**Run 1: cell classes on the final placement**

Fill, decap, tap and diode cells in grey.
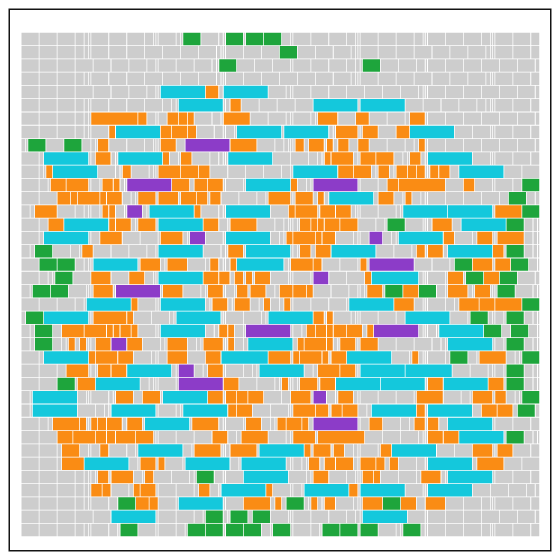
**Run 1: pin placement**

Pins as bars across the die edge, other pins in grey.
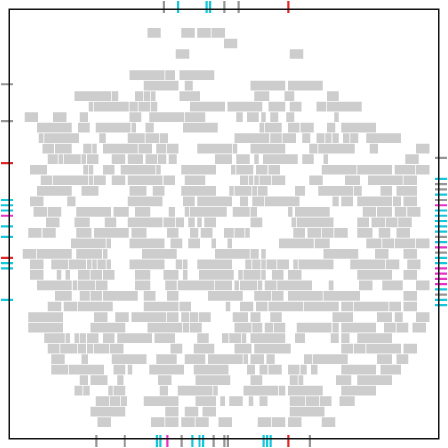
**Run 1: clock network drawn from the DEF**

Bar = 20 um.
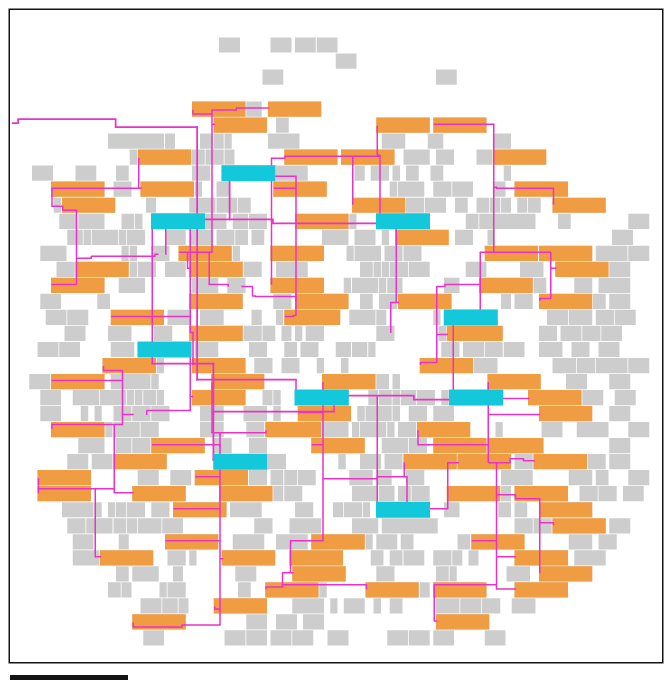
**Run 1: cell outlines without signal wires**

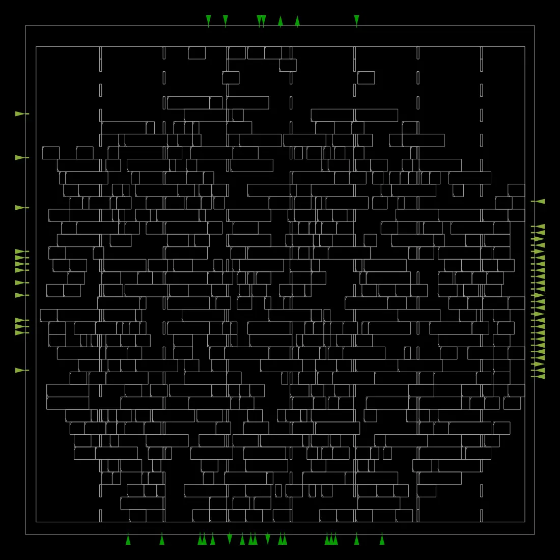
## src/rtl/msb_pkg.sv

```systemverilog
// rtl/msb_pkg.sv - shared types and helpers for the multi-channel scoreboard
package msb_pkg;

    typedef enum logic [2:0] {
        IDLE,
        ARMED,
        TRACK,
        CHECK,
        DONE
    } sb_state_t;

    function automatic int cntw(input int depth);
        return $clog2(depth + 1);
    endfunction

endpackage

```

## src/rtl/multi_channel_scoreboard_if.sv

```systemverilog
// rtl/multi_channel_scoreboard_if.sv - observed FIFO-array signals and scoreboard verdicts
interface multi_channel_scoreboard_if #(
    parameter int NUM_REQS = 4,
    parameter int WIDTH    = 8
);
    logic [NUM_REQS-1:0]       start;
    logic [NUM_REQS-1:0]       push;
    logic [NUM_REQS-1:0]       pop;
    logic [NUM_REQS*WIDTH-1:0] flat_data_in;
    logic [WIDTH-1:0]          data_out;
    logic [NUM_REQS-1:0]       done;
    logic [NUM_REQS-1:0]       chan_ok;
    logic                      prop_signal;

    modport master (
        output start, push, pop, flat_data_in, data_out,
        input  done, chan_ok, prop_signal
    );

    modport slave (
        input  start, push, pop, flat_data_in, data_out,
        output done, chan_ok, prop_signal
    );
endinterface

```

## src/rtl/msb_channel.sv

```systemverilog
// rtl/msb_channel.sv - one channel: FIFO occupancy mirror, tag capture and in-order check
module msb_channel
    import msb_pkg::*;
#(
    parameter int WIDTH   = 8,
    parameter int DEPTH   = 8,
    parameter int OUT_LAT = 0
) (
    input  logic             clk,
    input  logic             rst,
    input  logic             start_i,
    input  logic             push_i,
    input  logic             pop_i,
    input  logic             pop_multi_i,
    input  logic [WIDTH-1:0] data_in_i,
    input  logic [WIDTH-1:0] data_out_i,
    output logic             done_o,
    output logic             ok_o
);
    localparam int               CNTW    = cntw(DEPTH);
    localparam logic [CNTW-1:0]  DEPTH_C = CNTW'(DEPTH);
    localparam logic [CNTW-1:0]  ONE_C   = CNTW'(1);

    sb_state_t        state_q;
    logic [CNTW-1:0]  occ_q, occ_d, occ_post_pop, ahead_q;
    logic [WIDTH-1:0] tag_q;
    logic             done_q, ok_q;
    logic             push_acc, underflow, pop_eff, armed;

    always_comb begin
        push_acc     = push_i && ((occ_q < DEPTH_C) || pop_i);
        underflow    = pop_i && (occ_q == '0);
        pop_eff      = pop_i && !underflow;
        occ_post_pop = occ_q - CNTW'(pop_eff);
        occ_d        = occ_post_pop + CNTW'(push_acc);
        // A start pulse arms the channel in the same cycle so a coincident push is the tag
        armed        = (state_q == ARMED) || ((state_q == IDLE) && start_i);
    end

    always_ff @(posedge clk or posedge rst) begin
        if (rst) begin
            state_q <= IDLE;
            occ_q   <= '0;
            ahead_q <= '0;
            tag_q   <= '0;
            done_q  <= 1'b0;
            ok_q    <= 1'b1;
        end else begin
            occ_q <= occ_d;
            if (underflow || (pop_i && pop_multi_i))
                ok_q <= 1'b0;
            if (armed && push_acc) begin
                tag_q   <= data_in_i;
                ahead_q <= occ_post_pop;
                state_q <= TRACK;
            end else if (armed) begin
                state_q <= ARMED;
            end else begin
                case (state_q)
                    TRACK: begin
                        if (pop_i) begin
                            if (ahead_q != '0) begin
                                ahead_q <= ahead_q - ONE_C;
                            end else if (OUT_LAT == 0) begin
                                done_q  <= 1'b1;
                                state_q <= DONE;
                                if (data_out_i != tag_q)
                                    ok_q <= 1'b0;
                            end else begin
                                state_q <= CHECK;
                            end
                        end
                    end
                    CHECK: begin
                        done_q  <= 1'b1;
                        state_q <= DONE;
                        if (data_out_i != tag_q)
                            ok_q <= 1'b0;
                    end
                    IDLE, DONE: ;
                    default: state_q <= IDLE;
                endcase
            end
        end
    end

    assign done_o = done_q;
    assign ok_o   = ok_q;

endmodule

```

## src/rtl/multi_channel_scoreboard.sv

```systemverilog
// rtl/multi_channel_scoreboard.sv - per-channel FIFO-order checkers with pop one-hot guard
module multi_channel_scoreboard
    import msb_pkg::*;
#(
    parameter int NUM_REQS = 4,
    parameter int WIDTH    = 8,
    parameter int DEPTH    = 8,
    parameter int OUT_LAT  = 0
) (
    input logic                         clk,
    input logic                         rst,
    multi_channel_scoreboard_if.slave   sb
);
    logic [NUM_REQS-1:0] done_w;
    logic [NUM_REQS-1:0] ok_w;
    logic                pop_multi;

    // Clearing the lowest set bit leaves something only when two or more grants are high
    assign pop_multi = (sb.pop & (sb.pop - {{(NUM_REQS-1){1'b0}}, 1'b1})) != '0;

    for (genvar i = 0; i < NUM_REQS; i++) begin : g_chan
        msb_channel #(
            .WIDTH   (WIDTH),
            .DEPTH   (DEPTH),
            .OUT_LAT (OUT_LAT)
        ) u_chan (
            .clk         (clk),
            .rst         (rst),
            .start_i     (sb.start[i]),
            .push_i      (sb.push[i]),
            .pop_i       (sb.pop[i]),
            .pop_multi_i (pop_multi),
            .data_in_i   (sb.flat_data_in[i*WIDTH +: WIDTH]),
            .data_out_i  (sb.data_out),
            .done_o      (done_w[i]),
            .ok_o        (ok_w[i])
        );
    end

    assign sb.done        = done_w;
    assign sb.chan_ok     = ok_w;
    assign sb.prop_signal = &ok_w;

endmodule

```

## src/flat_wrapper.sv

```systemverilog
// flat-port wrapper written by rule: the top's interface ports become plain ports
module multi_channel_scoreboard_flat import msb_pkg::*;
#(
    parameter int NUM_REQS = 4,
    parameter int WIDTH    = 8,
    parameter int DEPTH    = 8,
    parameter int OUT_LAT  = 0
)
  (clk, rst, sb_start, sb_push, sb_pop, sb_flat_data_in, sb_data_out, sb_done, sb_chan_ok, sb_prop_signal);
  multi_channel_scoreboard_if #(.NUM_REQS(NUM_REQS), .WIDTH(WIDTH)) sb_i ();
  input logic clk;
  input logic rst;
  input wire logic [$bits(sb_i.start)-1:0] sb_start;
  input wire logic [$bits(sb_i.push)-1:0] sb_push;
  input wire logic [$bits(sb_i.pop)-1:0] sb_pop;
  input wire logic [$bits(sb_i.flat_data_in)-1:0] sb_flat_data_in;
  input wire logic [$bits(sb_i.data_out)-1:0] sb_data_out;
  output wire logic [$bits(sb_i.done)-1:0] sb_done;
  output wire logic [$bits(sb_i.chan_ok)-1:0] sb_chan_ok;
  output wire logic [$bits(sb_i.prop_signal)-1:0] sb_prop_signal;
  assign sb_i.start = sb_start;
  assign sb_i.push = sb_push;
  assign sb_i.pop = sb_pop;
  assign sb_i.flat_data_in = sb_flat_data_in;
  assign sb_i.data_out = sb_data_out;
  assign sb_done = sb_i.done;
  assign sb_chan_ok = sb_i.chan_ok;
  assign sb_prop_signal = sb_i.prop_signal;
  multi_channel_scoreboard #(.NUM_REQS(NUM_REQS), .WIDTH(WIDTH), .DEPTH(DEPTH), .OUT_LAT(OUT_LAT)) u_core (.clk(clk), .rst(rst), .sb(sb_i));
endmodule
```

## config.mk

```make
export PLATFORM = sky130hd
export DESIGN_NAME = multi_channel_scoreboard_flat
export DESIGN_NICKNAME = d
export VERILOG_FILES = /design/src/rtl/msb_pkg.sv /design/src/rtl/multi_channel_scoreboard_if.sv /design/src/rtl/msb_channel.sv /design/src/rtl/multi_channel_scoreboard.sv /design/src/flat_wrapper.sv
export SDC_FILE = /design/constraint.sdc
export NUM_CORES = 1
export LEC_CHECK = 0
export CAP_MARGIN = 15
export CORE_MARGIN = 2
export CORE_UTILIZATION = 40
export DETAILED_ROUTE_END_ITERATION = 7
export PLACE_DENSITY = 0.64
export SETUP_SLACK_MARGIN = 0.2
export SYNTH_ARGS = -nofsm -noshare
export SYNTH_HDL_FRONTEND = slang
export SYNTH_HIERARCHICAL = 1
export SYNTH_SLANG_ARGS = --single-unit
```

## constraint.sdc

```tcl
create_clock -name clk -period 5.6 [get_ports clk]
set_input_delay 0.56 -clock clk [delete_from_list [all_inputs] [get_ports clk]]
set_output_delay 0.56 -clock clk [all_outputs]
set_load 0.02 [all_outputs]
```

==> results.json, run 1 <==
{
  "inv_count": 33,
  "grt-ovfl-total": 0,
  "yosysWarnings": 6,
  "bufAreaShareNonClock_pct": 11.1,
  "wl_per_cell_um": 16.2,
  "powerComb_mw": 1.11,
  "synth_area_per_cell_um2": 11.9,
  "cp_max_fo": 3,
  "cts_max_level": 3,
  "min_from": "u_core/g_chan[2].u_chan/ok_o$_DFF_PP1_",
  "compound_area_share_pct": 6.74,
  "path_delay_family": "buffers and inverters",
  "synthCells": 383,
  "period_minus_slack_ps": 2280,
  "cts_resized": 0,
  "hold_buffers": 0,
  "setup-violations-final": 0,
  "grt.busiest_layer": "met2",
  "antenna_found_initial": 0,
  "crit_end": "sb_prop_signal",
  "outcome": "complete, no violations",
  "reg2reg_depth": 7,
  "logic_area_um2": 2270,
  "critPathBufInv": 1,
  "nClkBuffers": 9,
  "yosys.stat.seqShare_pct": 46.3,
  "dr.max_layer_used": "met4",
  "numSynthFlops": 84,
  "fin_setup_tns_ps": 0,
  "cts-buffers-inserted": 9,
  "slew_viol_final": 0,
  "fmax_mhz": 439,
  "comb_cells": 262,
  "global_route.usage.met1_pct": 21.7,
  "worstReg2RegStart": "u_core/g_chan[1].u_chan/occ_q[3]$_DFF_PP0_"
}
About 'cell classes on the final placement':
[purple] clock drivers and dummy loads | cells: 16
[cyan] sequential cells | cells: 84
[orange] combinational and other logic | cells: 295
[green] remaining buffers and delay cells | cells: 62
Core Util, Final: 50.9%
register fraction of the total cell area: 37.7%
Final Instance Area: 5590 um2

About 'pin placement':
[cyan] sb_flat_data_in | pins: 32 | direction: input | edge: 13 right, 8 left, 8 bottom, 3 top
[magenta] sb_data_out | pins: 8 | direction: input | edge: 6 right, 1 bottom, 1 left
[red] sb_push | pins: 4 | direction: input | edge: 2 left, 1 bottom, 1 top
all pins by edge: 26 right, 17 bottom, 13 left, 7 top
Die W: 111 um
die height: 111 um

About 'clock network drawn from the DEF':
[cyan] clock drivers | count: 9
[magenta] clock wires | length: 1110 um
[orange] flip-flops | count: 84
flops lie: all over the die
routed clock nets: 10
clock power share: 20.1%
Skew-Pair Late Insertion Delay: 340 ps
Worst Clk Skew: 5.93 ps

About 'cell outlines without signal wires':
tap cell count: 140
Rows: 38
core footprint: 11000 um2
final cell count without fillers: 597

-- run 1: cells in the mapped netlist, types with 6 or more instances --
master    count  area [um2]
a21oi_1       7        35.0
dfrtp_1      80        2000
ha_1         24         300
inv_1        33         124
mux2_2       18         203
mux2_4       15         225
mux2i_1      10         100
nand2_1       8        30.0
nand2b_1      7        43.8
nor2_1       17        63.8
nor2b_1       6        37.5
nor4_1       13        81.3
o21ai_0      15        75.1
xnor2_1      16         140
xor2_1       41         359
-- run 1: sequential cells by signal, indices dropped and copies added, names as in the netlist --
register / flops
u_core/g_chan.u_chan/state_q: 12
u_core/g_chan.u_chan/done_o: 4
u_core/g_chan.u_chan/ok_o: 4
u_core/g_chan.u_chan/ahead_q: 16
u_core/g_chan.u_chan/tag_q: 32
u_core/g_chan.u_chan/occ_q: 16
==> run 2: changes to the inputs <==
clock period = 2.25 ns   (was 5.6 ns; I/O delays follow)
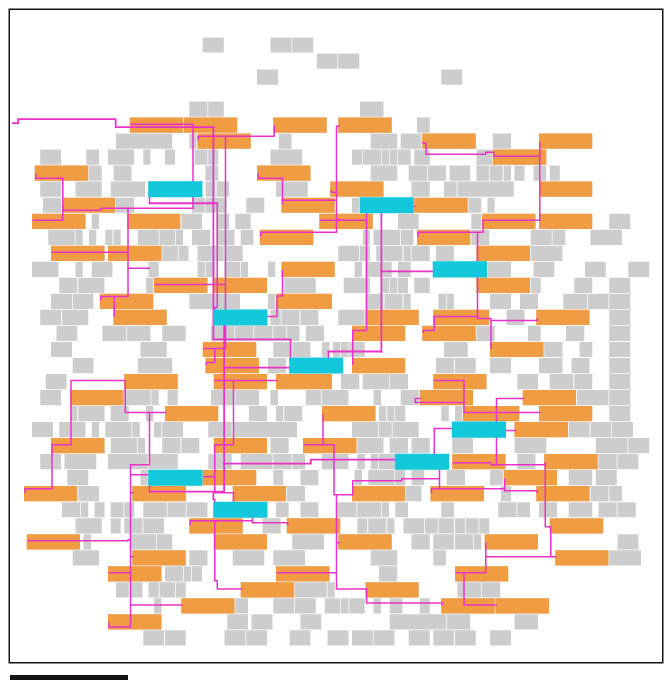
**Above:** run 2 (clock network drawn from the DEF).
Bar = 20 um.
[orange] flip-flops | count: 84
[magenta] clock wires | length: 1110 um
[cyan] clock drivers | count: 9
flops lie: all over the die
routed clock nets: 10
Clock Power: 1.46 mW
Worst Clk Skew: 6.73 ps
clock power share: 20.3%

==> results.json, run 2 <==
{
  "regMostFlops": "u_core/g_chan.u_chan/tag_q",
  "topCellsByArea": "dfrtp_1 (44%), xor2_1 (7.9%), ha_1 (6.6%)",
  "worstReg2RegStart": "u_core/g_chan[0].u_chan/occ_q[3]$_DFF_PP0_",
  "final_cells": 603,
  "yosysWarnings": 6,
  "outcome": "complete, no violations",
  "numSynthFlops": 84,
  "crit_end": "sb_prop_signal",
  "dp_slack_ps": 198,
  "top_area_cell": "dfrtp_1",
  "largest_register_ffs": 32,
  "synth_area_per_cell_um2": 11.9,
  "drt-vias-per-instance": 5.07,
  "hold_buffers": 0,
  "die_x_um": 111,
  "cts-buffers-inserted": 9,
  "rows": 38,
  "synth_top_area_share_pct": 44.0,
  "antenna_found_initial": 0,
  "grt-ovfl-total": 0,
  "cts_resized": 1,
  "cts_max_level": 3,
  "dieHeight_um": 111,
  "arrival_ps": 1720,
  "layout_top_cells": "dfrtp_1 (80), clkdlybuf4s50_1 (62), xor2_1 (41)",
  "logic_area_um2": 2330,
  "period_minus_slack_ps": 1950,
  "fmax_mhz": 514,
  "logic_family": "simple AND/OR/NAND/NOR gates",
  "power_leakage_nw": 2.55,
  "grt.busiest_layer": "met2",
  "synth_dominant_cell_count": "dfrtp_1",
  "wl_per_cell_um": 16.7,
  "cap_violations": 0,
  "grt_first_pass_wirelength_um": 16600,
  "synthCells": 383,
  "setup-violations-final": 0,
  "clk_latency_ps": 340,
  "slew_viol_final": 0,
  "top_cells_by_count": "dfrtp_1 (80), xor2_1 (41), inv_1 (33), ha_1 (24), mux2_2 (18)",
  "largestRegisters": "u_core/g_chan.u_chan/tag_q x32, u_core/g_chan.u_chan/ahead_q x16, u_core/g_chan.u_chan/occ_q x16",
  "reg2reg_depth": 7,
  "cp_max_fo": 3,
  "fin_setup_tns_ps": 0,
  "global_route.usage.met1_pct": 22.8
}
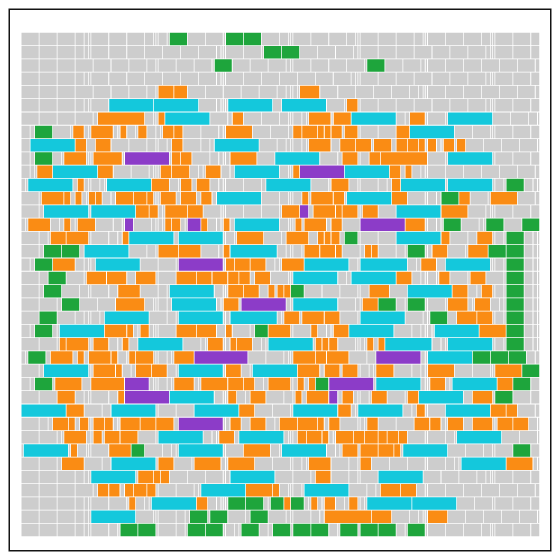
**Above:** run 2 (cell classes on the final placement).
Fill, decap, tap and diode cells in grey.
[green] remaining buffers and delay cells | cells: 69
[orange] combinational and other logic | cells: 295
[purple] clock drivers and dummy loads | cells: 15
[cyan] sequential cells | cells: 84
Core Util, Final: 51.9%
Final Instance Area: 5700 um2

[run 2: cell counts after synthesis]
Identical to the previous run, type by type.
[run 2: area by class of cell]
type                       count  area share [%]
sequential                    84            37.0
clock buffer                  10            4.19
clock inverter                 5           0.922
inverter                      33            2.17
multi-input combinational    262            40.9
timing repair buffer          69            11.8
tap                          140            3.07
[run 2: routing by layer]
layer  vias to the layer above  share of wire, %
met5                         -                 0
met4                         0               1.2
met3                        11               3.8
met2                        58                47
met1                      1513                48
li1                       1477                 -
[run 2: power by group]
part           internal, mW  switching [mW]
Sequential             2.25           0.623
Combinational          1.53            1.32
Clock                 0.878           0.582
[run 2: worst max-delay path, stage by stage, from the launching register on]
cell             delay, ps
dfstp_2                570
and4_1                 190
clkdlybuf4s50_1        630
==> run 3: changes to the inputs <==
CORE_ASPECT_RATIO = 0.7   (was default)
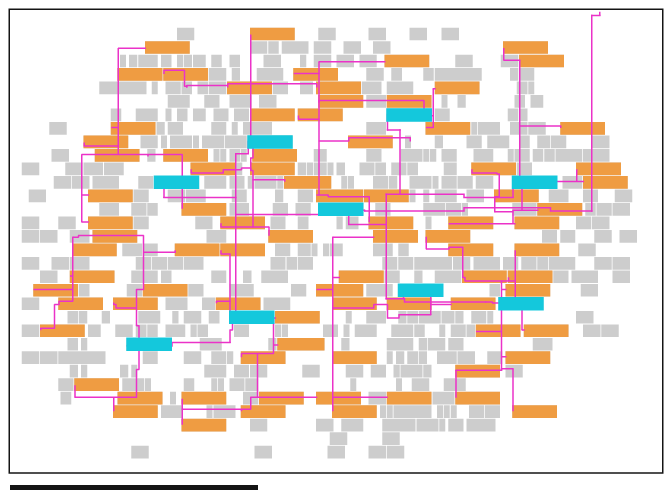
**Above:** run 3 (clock network drawn from the DEF).
Bar = 50 um.
[orange] flip-flops | count: 84
[cyan] clock drivers | count: 9
[magenta] clock wires | length: 1120 um
routed clock nets: 10
flops lie: all over the die
clock power share: 19.1%
Clock Power: 1.36 mW
Worst Clk Skew: 6.95 ps

==> results.json, run 3 <==
{
  "outcome": "complete, no violations",
  "period_minus_slack_ps": 1930,
  "yosysWarnings": 6,
  "path_delay_family": "buffers and inverters",
  "wl_met3_um": 494,
  "cts-buffers-inserted": 9,
  "design_area_um2": 5690,
  "regMostFlops": "u_core/g_chan.u_chan/tag_q",
  "grt_first_pass_wirelength_um": 16600,
  "topCellsByArea": "dfrtp_1 (44%), xor2_1 (7.9%), ha_1 (6.6%)",
  "wl_met2_um": 4370,
  "dr.max_layer_used": "met4",
  "arrival_ps": 1700,
  "worstReg2RegStart": "u_core/g_chan[3].u_chan/occ_q[3]$_DFF_PP0_",
  "synth_top_area_share_pct": 44.0,
  "reg2reg_depth": 7,
  "yosys.stat.seqShare_pct": 46.3,
  "dp_slack_ps": 40.8,
  "compound_area_share_pct": 6.74,
  "wl_per_cell_um": 16.3,
  "fmax_mhz": 519,
  "largestRegisters": "u_core/g_chan.u_chan/tag_q x32, u_core/g_chan.u_chan/ahead_q x16, u_core/g_chan.u_chan/occ_q x16"
}
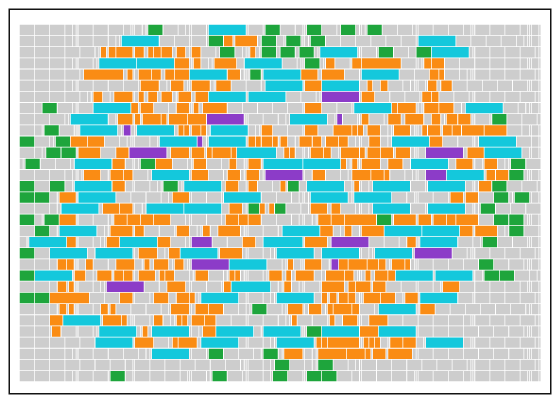
**Above:** run 3 (cell classes on the final placement).
Fill, decap, tap and diode cells in grey.
[orange] combinational and other logic | cells: 295
[green] remaining buffers and delay cells | cells: 66
[purple] clock drivers and dummy loads | cells: 15
[cyan] sequential cells | cells: 84
register fraction of the total cell area: 37.1%
Core Util, Final: 51.4%
core footprint: 11100 um2

-- run 3: cell counts after synthesis --
Identical to the previous run, type by type.
-- run 3: cell type report --
| cell class | instances | area (um2) | area share (%) |
|---|---|---|---|
| clock buffer | 13 | 260 | 4.58 |
| clock inverter | 2 | 10.0 | 0.176 |
| inverter | 33 | 124 | 2.18 |
| multi-input combinational | 262 | 2340 | 41.2 |
| sequential | 84 | 2110 | 37.1 |
| tap | 153 | 191 | 3.37 |
| timing repair buffer | 66 | 651 | 11.4 |
-- run 3: repair_timing --
| action | in CTS | in global routing |
|---|---|---|
| hold buffers | 0 | 0 |
| resized | 2 | 8 |
| endpoints found under the setup margin | 1 | 10 |
-- run 3: where the power goes --
group	internal [mW]	switching [mW]	total, mW
registers	2.25	0.672	2.92
logic	1.53	1.31	2.84
clock network	0.799	0.564	1.36

==> gallery <==
Wiring by layer.
Plate I
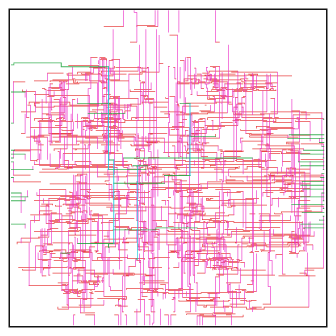
Plate II
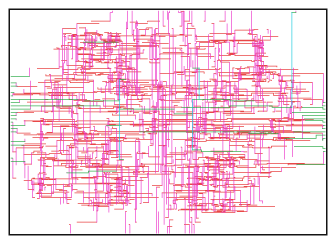
Run 3 is Plate II.
Run 2 is Plate I.

Key to Plate I:
[magenta] metal 2 | wire length: 4780 um
[red] metal 1 | wire length: 4800 um
[green] metal 3 | wire length: 382 um
[cyan] metal 4 | wire length: 123 um

Power and IR drop assume default switching activity.
